### config.mk
export PLATFORM = sky130hd
export DESIGN_NAME = if_fetch_queue_flat
export DESIGN_NICKNAME = d
export VERILOG_FILES = /design/src/rtl/if_pkg.sv /design/src/rtl/if_fetch_queue_if.sv /design/src/rtl/if_fq_fifo.sv /design/src/rtl/if_fetch_queue.sv /design/src/flat_wrapper.sv
export SDC_FILE = /design/constraint.sdc
export NUM_CORES = 1
export LEC_CHECK = 0
export ABC_CLOCK_PERIOD_IN_PS = 3090
export CAP_MARGIN = 20
export CORE_ASPECT_RATIO = 1.2
export CORE_MARGIN = 4
export CORE_UTILIZATION = 49
export CTS_CLUSTER_DIAMETER = 60
export CTS_CLUSTER_SIZE = 30
export DETAILED_ROUTE_END_ITERATION = 16
export PLACE_DENSITY = 0.86
export SETUP_SLACK_MARGIN = 0.15
export SYNTH_ARGS = -nofsm -noshare
export SYNTH_HDL_FRONTEND = slang
export SYNTH_SLANG_ARGS = --single-unit
### constraint.sdc
create_clock -name clk -period 3.09 [get_ports clk]
set_input_delay 0.309 -clock clk [delete_from_list [all_inputs] [get_ports clk]]
set_output_delay 0.309 -clock clk [all_outputs]
set_load 0.1 [all_outputs]
### src/rtl/if_pkg.sv
// Shared constants for the instruction-fetch queue: reset/trap vectors,
// redirect-select bit positions, NOP encoding and redirect-source enum.
package if_pkg;

  localparam int          XLEN_DEF         = 32;
  localparam logic [31:0] RESET_VECTOR_DEF = 32'h8000_0000;
  localparam logic [31:0] IRQ_VECTOR_DEF   = 32'h0000_0004;
  localparam logic [31:0] EXC_VECTOR_DEF   = 32'h0000_0008;
  localparam logic [31:0] NOP              = 32'h0000_0000;

  localparam int SEL_BRANCH = 2;
  localparam int SEL_JUMP   = 1;
  localparam int SEL_JR     = 0;
  localparam int ST_IRQ     = 1;
  localparam int ST_EXC     = 0;

  typedef enum logic [2:0] {
    SRC_NONE,
    SRC_BRANCH,
    SRC_JUMP,
    SRC_JR,
    SRC_IRQ,
    SRC_EXC
  } redir_src_e;

endpackage

### src/rtl/if_fetch_queue_if.sv
// Instruction-memory request/response and ID-side handshake bundle.
// master = fetch stage, slave = memory/ID environment.
interface if_fetch_queue_if #(
  parameter int XLEN = 32
);
  logic            imem_req_valid;
  logic            imem_req_ready;
  logic [XLEN-1:0] imem_req_addr;
  logic            imem_rsp_valid;
  logic [XLEN-1:0] imem_rsp_data;
  logic            out_valid;
  logic            out_ready;
  logic [XLEN-1:0] out_pc_plus4;
  logic [XLEN-1:0] out_instr;

  modport master (
    output imem_req_valid, imem_req_addr, out_valid, out_pc_plus4, out_instr,
    input  imem_req_ready, imem_rsp_valid, imem_rsp_data, out_ready
  );

  modport slave (
    input  imem_req_valid, imem_req_addr, out_valid, out_pc_plus4, out_instr,
    output imem_req_ready, imem_rsp_valid, imem_rsp_data, out_ready
  );
endinterface

### src/rtl/if_fq_fifo.sv
// Synchronous FIFO with synchronous clear; storage is not reset, only
// pointers and occupancy. Push while full is accepted only alongside a pop.
module if_fq_fifo #(
  parameter  int WIDTH = 64,
  parameter  int DEPTH = 4,
  localparam int AW    = $clog2(DEPTH),
  localparam int CW    = AW + 1
) (
  input  logic             clk,
  input  logic             rst_n,
  input  logic             clr,
  input  logic             push,
  input  logic             pop,
  input  logic [WIDTH-1:0] din,
  output logic [WIDTH-1:0] dout,
  output logic [CW-1:0]    count,
  output logic             empty
);

  logic [WIDTH-1:0] mem [DEPTH];
  logic [AW-1:0]    wr_ptr;
  logic [AW-1:0]    rd_ptr;
  logic             full;
  logic             do_push;
  logic             do_pop;

  assign empty   = (count == '0);
  assign full    = (count == CW'(DEPTH));
  assign do_pop  = pop & ~empty;
  assign do_push = push & (~full | do_pop);
  assign dout    = mem[rd_ptr];

  always_ff @(posedge clk or negedge rst_n) begin
    if (!rst_n) begin
      wr_ptr <= '0;
      rd_ptr <= '0;
      count  <= '0;
    end else if (clr) begin
      wr_ptr <= '0;
      rd_ptr <= '0;
      count  <= '0;
    end else begin
      if (do_push) wr_ptr <= wr_ptr + AW'(1);
      if (do_pop)  rd_ptr <= rd_ptr + AW'(1);
      count <= count + CW'(do_push) - CW'(do_pop);
    end
  end

  always_ff @(posedge clk) begin
    if (do_push && !clr) mem[wr_ptr] <= din;
  end

endmodule

### src/rtl/if_fetch_queue.sv
// Fetch stage with a credit-checked fetch queue in front of ID.
// Optional macro IF_FETCH_PERF_EN adds stall/flush performance counters.
module if_fetch_queue
  import if_pkg::*;
#(
  parameter int              XLEN            = XLEN_DEF,
  parameter int              FQ_DEPTH        = 4,
  parameter int              MAX_OUTSTANDING = 2,
  parameter logic [XLEN-1:0] RESET_VECTOR    = XLEN'(RESET_VECTOR_DEF),
  parameter logic [XLEN-1:0] IRQ_VECTOR      = XLEN'(IRQ_VECTOR_DEF),
  parameter logic [XLEN-1:0] EXC_VECTOR      = XLEN'(EXC_VECTOR_DEF)
) (
  input  logic                        clk,
  input  logic                        rst_n,
  input  logic [2:0]                  sel_next,
  input  logic [XLEN-1:0]             branch_target,
  input  logic [XLEN-1:0]             jump_target,
  input  logic [XLEN-1:0]             jr_target,
  input  logic [1:0]                  status,
  if_fetch_queue_if.master            bus,
  output logic [$clog2(FQ_DEPTH):0]   fq_count
`ifdef IF_FETCH_PERF_EN
  ,
  output logic [31:0]                 perf_stall_cycles,
  output logic [31:0]                 perf_flush_count
`endif
);

  localparam int CW = $clog2(FQ_DEPTH) + 1;
  localparam int EW = 2 * XLEN;

  // Kernel bit is sticky; only the low bits advance and wrap.
  function automatic logic [XLEN-1:0] pc_plus4(input logic [XLEN-1:0] pc_in);
    return {pc_in[XLEN-1], pc_in[XLEN-2:0] + (XLEN-1)'(4)};
  endfunction

  redir_src_e      src;
  logic            redirect;
  logic [XLEN-1:0] target;
  logic [XLEN-1:0] pc;
  logic [XLEN-1:0] rsp_pc;
  logic [CW-1:0]   outstanding;
  logic [CW-1:0]   discard;
  logic            req_fire;
  logic            rsp_ok;
  logic            rsp_keep;
  logic            pop;
  logic [EW-1:0]   fifo_din;
  logic [EW-1:0]   fifo_dout;
  logic            fifo_empty;

  always_comb begin
    src = SRC_NONE;
    if      (sel_next[SEL_BRANCH]) src = SRC_BRANCH;
    else if (sel_next[SEL_JUMP])   src = SRC_JUMP;
    else if (sel_next[SEL_JR])     src = SRC_JR;
    else if (status[ST_IRQ])       src = SRC_IRQ;
    else if (status[ST_EXC])       src = SRC_EXC;
  end

  always_comb begin
    target = pc;
    case (src)
      SRC_BRANCH: target = branch_target;
      SRC_JUMP:   target = jump_target;
      SRC_JR:     target = jr_target;
      SRC_IRQ:    target = IRQ_VECTOR;
      SRC_EXC:    target = EXC_VECTOR;
      default:    target = pc;
    endcase
  end

  assign redirect = (src != SRC_NONE);

  // Credit check: every in-flight request already owns a queue slot.
  assign bus.imem_req_valid = rst_n & ~redirect
                            & (outstanding < CW'(MAX_OUTSTANDING))
                            & (({1'b0, fq_count} + {1'b0, outstanding}) < (CW+1)'(FQ_DEPTH));
  assign bus.imem_req_addr  = pc;

  assign req_fire = bus.imem_req_valid & bus.imem_req_ready;
  assign rsp_ok   = bus.imem_rsp_valid & (outstanding != '0);
  assign rsp_keep = rsp_ok & (discard == '0) & ~redirect;
  assign pop      = bus.out_valid & bus.out_ready & ~redirect;
  assign fifo_din = {pc_plus4(rsp_pc), bus.imem_rsp_data};

  // rsp_pc tracks the address of the next response that will be kept,
  // so no per-request address queue is needed.
  always_ff @(posedge clk or negedge rst_n) begin
    if (!rst_n) begin
      pc          <= RESET_VECTOR;
      rsp_pc      <= RESET_VECTOR;
      outstanding <= '0;
      discard     <= '0;
    end else begin
      outstanding <= outstanding + CW'(req_fire) - CW'(rsp_ok);
      if (redirect) begin
        pc      <= target;
        rsp_pc  <= target;
        discard <= outstanding - CW'(rsp_ok);
      end else begin
        if (req_fire) pc <= pc_plus4(pc);
        if (rsp_keep) rsp_pc <= pc_plus4(rsp_pc);
        if (rsp_ok && discard != '0) discard <= discard - CW'(1);
      end
    end
  end

  if_fq_fifo #(
    .WIDTH (EW),
    .DEPTH (FQ_DEPTH)
  ) u_fifo (
    .clk   (clk),
    .rst_n (rst_n),
    .clr   (redirect),
    .push  (rsp_keep),
    .pop   (pop),
    .din   (fifo_din),
    .dout  (fifo_dout),
    .count (fq_count),
    .empty (fifo_empty)
  );

  assign bus.out_valid    = ~fifo_empty;
  assign bus.out_pc_plus4 = bus.out_valid ? fifo_dout[EW-1:XLEN] : XLEN'(NOP);
  assign bus.out_instr    = bus.out_valid ? fifo_dout[XLEN-1:0]  : XLEN'(NOP);

`ifdef IF_FETCH_PERF_EN
  always_ff @(posedge clk or negedge rst_n) begin
    if (!rst_n) begin
      perf_stall_cycles <= '0;
      perf_flush_count  <= '0;
    end else begin
      if (!bus.imem_req_valid && !redirect && !(&perf_stall_cycles))
        perf_stall_cycles <= perf_stall_cycles + 32'd1;
      if (redirect && !(&perf_flush_count))
        perf_flush_count <= perf_flush_count + 32'd1;
    end
  end
`endif

endmodule
### src/flat_wrapper.sv
// flat-port wrapper written by rule: the top's interface ports become plain ports
module if_fetch_queue_flat import if_pkg::*;
#(
  parameter int              XLEN            = XLEN_DEF,
  parameter int              FQ_DEPTH        = 4,
  parameter int              MAX_OUTSTANDING = 2,
  parameter logic [XLEN-1:0] RESET_VECTOR    = XLEN'(RESET_VECTOR_DEF),
  parameter logic [XLEN-1:0] IRQ_VECTOR      = XLEN'(IRQ_VECTOR_DEF),
  parameter logic [XLEN-1:0] EXC_VECTOR      = XLEN'(EXC_VECTOR_DEF)
)
  (clk, rst_n, sel_next, branch_target, jump_target, jr_target, status, fq_count, bus_imem_req_valid, bus_imem_req_addr, bus_out_valid, bus_out_pc_plus4, bus_out_instr, bus_imem_req_ready, bus_imem_rsp_valid, bus_imem_rsp_data, bus_out_ready);
  if_fetch_queue_if #(.XLEN(XLEN)) bus_i ();
  input  logic clk;
  input  logic rst_n;
  input  logic [2:0] sel_next;
  input  logic [XLEN-1:0] branch_target;
  input  logic [XLEN-1:0] jump_target;
  input  logic [XLEN-1:0] jr_target;
  input  logic [1:0] status;
  output logic [$clog2(FQ_DEPTH):0] fq_count;
  output wire logic [$bits(bus_i.imem_req_valid)-1:0] bus_imem_req_valid;
  output wire logic [$bits(bus_i.imem_req_addr)-1:0] bus_imem_req_addr;
  output wire logic [$bits(bus_i.out_valid)-1:0] bus_out_valid;
  output wire logic [$bits(bus_i.out_pc_plus4)-1:0] bus_out_pc_plus4;
  output wire logic [$bits(bus_i.out_instr)-1:0] bus_out_instr;
  input wire logic [$bits(bus_i.imem_req_ready)-1:0] bus_imem_req_ready;
  input wire logic [$bits(bus_i.imem_rsp_valid)-1:0] bus_imem_rsp_valid;
  input wire logic [$bits(bus_i.imem_rsp_data)-1:0] bus_imem_rsp_data;
  input wire logic [$bits(bus_i.out_ready)-1:0] bus_out_ready;
  assign bus_imem_req_valid = bus_i.imem_req_valid;
  assign bus_imem_req_addr = bus_i.imem_req_addr;
  assign bus_out_valid = bus_i.out_valid;
  assign bus_out_pc_plus4 = bus_i.out_pc_plus4;
  assign bus_out_instr = bus_i.out_instr;
  assign bus_i.imem_req_ready = bus_imem_req_ready;
  assign bus_i.imem_rsp_valid = bus_imem_rsp_valid;
  assign bus_i.imem_rsp_data = bus_imem_rsp_data;
  assign bus_i.out_ready = bus_out_ready;
  if_fetch_queue #(.XLEN(XLEN), .FQ_DEPTH(FQ_DEPTH), .MAX_OUTSTANDING(MAX_OUTSTANDING), .RESET_VECTOR(RESET_VECTOR), .IRQ_VECTOR(IRQ_VECTOR), .EXC_VECTOR(EXC_VECTOR)) u_core (.clk(clk), .rst_n(rst_n), .sel_next(sel_next), .branch_target(branch_target), .jump_target(jump_target), .jr_target(jr_target), .status(status), .bus(bus_i), .fq_count(fq_count));
endmodule
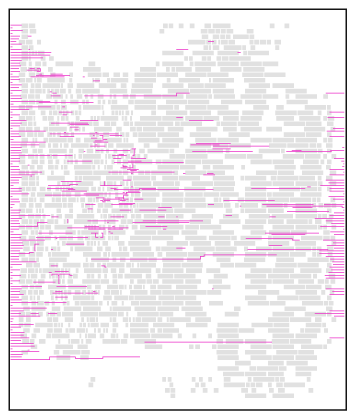
**Above:** signal wires on met3.
Scale: 2 px per µm. Cells faint in the background.
longest straight run: 63.5 µm
share of all routed wire: 8.0%
Routed WL: 35600 µm
met3 GRT Util: 3.58%
Vias: 9898

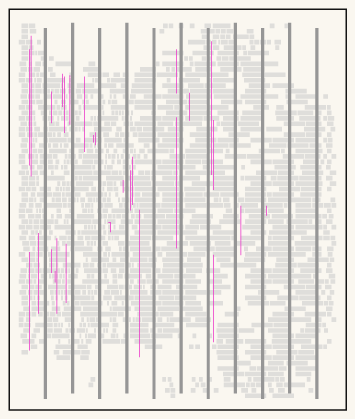
**Above:** metal 4.
Scale: 2 px per µm. Supply wires on this layer in grey. Cells faint in the background.
wire length on this layer: 835 µm
main direction: vertical
nets with wire on the layer: 24
longest straight run: 73.4 µm

==> impl_metrics.py <==
# Metrics from the implementation run
metrics = {
    "status": {
        "run_status": "completed",
    },
    "floorplan": {
        "tap_cells": 390,
        "fp-utilization_pct": 50.2,
        "ios": 239,
        "coreArea_mm2": 0.0299,
    },
    "clock_network": {
        "path_clk_slew_ns": 0.09,
        "clk_latency_ns": 0.54,
        "postCtsHoldBufs": 1,
        "ctsResizeCount": 0,
        "postCtsSetupBuffers": 0,
        "h-tree-depth": 1,
        "cts_buffers": 20,
    },
    "yosys": {
        "area_leaders": "edfxtp_1, dfrtp_1, mux4_2",
        "synth-edff-count": 256,
        "synth_cells": 1035,
        "syn-cell-area_mm2": 0.0150,
        "ys_cells": 1035,
        "ys_sh_adder_pct": 1.68,
        "avgSynthCellArea_um2": 14.5,
        "synth_flops": 330,
        "synth.logic.top_family": "simple AND/OR/NAND/NOR gates",
        "ys_types": 62,
        "ys_sh_xor_pct": 3.33,
        "ys_sh_simple_pct": 10.8,
        "flop_cell": "edfxtp_1",
        "yosys_warnings": 0,
        "top_cell": "edfxtp_1",
    },
    "drt": {
        "met3RoutedLength_um": 2860,
        "vias_per_cell": 5.90,
        "drt_iter0_drc": 947,
        "ant_nets": 0,
        "drt-wirelength-per-cell_um": 21.2,
        "drc": 0,
    },
    "finish": {
        "seq_cell_count": 330,
        "largest_cell_class": "sequential cells",
        "final_net_count": 1430,
        "instances_no_fill": 1677,
        "layout_top_cell": "edfxtp_1",
        "regMostFlops": "u_core.u_fifo.mem",
        "drive_gt1_share_pct": 22.3,
        "utilization_pct": 62.3,
        "stdcell_area_mm2": 0.0186,
        "fill_cells": 2194,
        "clock_buffers": 22,
        "area_growth_pct": 24.0,
        "comb_share_pct": 27.2,
        "n_all_buffers": 286,
        "seq_share_pct": 51.3,
    },
    "flow_run": {
        "warnings": 31,
        "maxCapViolCount": 0,
    },
    "setup_path": {
        "crit_path_max_incr_delay_ns": 0.55,
        "cp_top_family": "simple AND/OR/NAND/NOR gates",
        "crit_required_ns": 3.48,
        "path_common_cell": "inv_1",
        "worstSetupStartpointType": "primary input",
        "cp_max_fo": 2,
        "reg2regPathDepth": 11,
        "cp_cell_sequence": "clkdlybuf4s50_1 > or2_2 > or4_1 > nor3_4 > inv_1 > ha_1 > inv_1 > ha_1 > inv_1 > fa_1 > xor2_1 > xnor2_1 > nor2_1",
        "crit_start": "status[1]",
        "crit_buf_inv": 4,
        "reg2reg_from": "u_core.u_fifo.count[1]",
        "crit_arrival_ns": 3.15,
        "slowest_stage": "or4_1",
    },
    "global_route": {
        "grtUsageTotal_pct": 20.7,
        "grt_pass1_vias": 9971,
        "grt_busiest_layer": "met2",
        "use_met2_pct": 37.0,
        "grt.met1_usage_pct": 26.4,
        "grt_first_pass_wirelength_um": 54700,
        "antenna_found_initial": 1,
    },
    "pwr": {
        "seq_power_uw": 5130,
        "power.total_uw": 9510,
        "pg_comb_uw": 1320,
        "power_frac_seq_pct": 54.0,
        "power_frac_comb_pct": 13.8,
        "switching_share_pct": 27.8,
        "top_power_group": "registers",
        "p_sw_uw": 2650,
        "p_int_uw": 6860,
        "ir_drop_mv": 0.393,
    },
    "placement": {
        "gp_congestion": 0.882,
    },
    "sta": {
        "finClkSkew_ns": 0.0252,
        "drv_slew": 0,
        "fmax_ghz": 0.363,
        "rsz0062_at_grt": "false",
    },
}
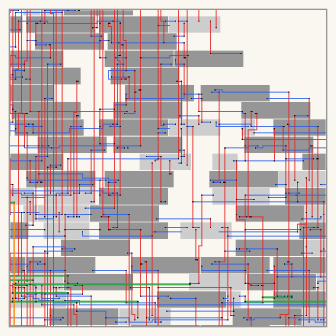
**Above:** a small window of the routed layout.
Region (101, 125) to (151, 175) µm. Cells in grey, sequential cells in the stronger grey; small squares are vias.
| layer | colour |
|---|---|
| metal 4 | orange |
| metal 3 | green |
| metal 2 | red |
| metal 1 | blue |
netlist names of flops here include: `u_core.u_fifo.mem` (42)
cells with their middle in the window: 60
sequential cells in the window: 42
most frequent: edfxtp_1 (42), mux4_2 (10), and2_1 (4)

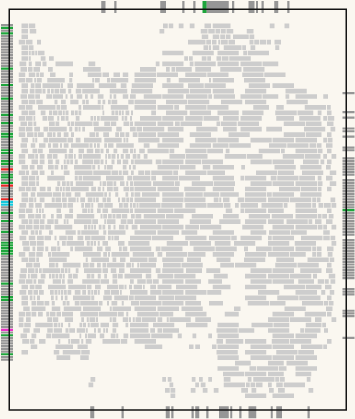
**Above:** ports around the boundary.
Scale: 2 px per µm. Pins as bars across the die edge, other pins in grey.
| port | colour | pins | direction | edge |
|---|---|---|---|---|
| `status` | cyan | 2 | input | left |
| `jr_target` | green | 32 | input | 29 left, 2 top, 1 right |
| `sel_next` | red | 3 | input | left |
| `bus_imem_rsp_valid` | magenta | 1 | input | left |
all pins by edge: 124 left, 58 right, 31 top, 26 bottom
Die Ht: 200 µm
Port Buffer Count: 238
Die X-Extent: 168 µm

No activity file was given, so power comes from the tool's default toggle rates.
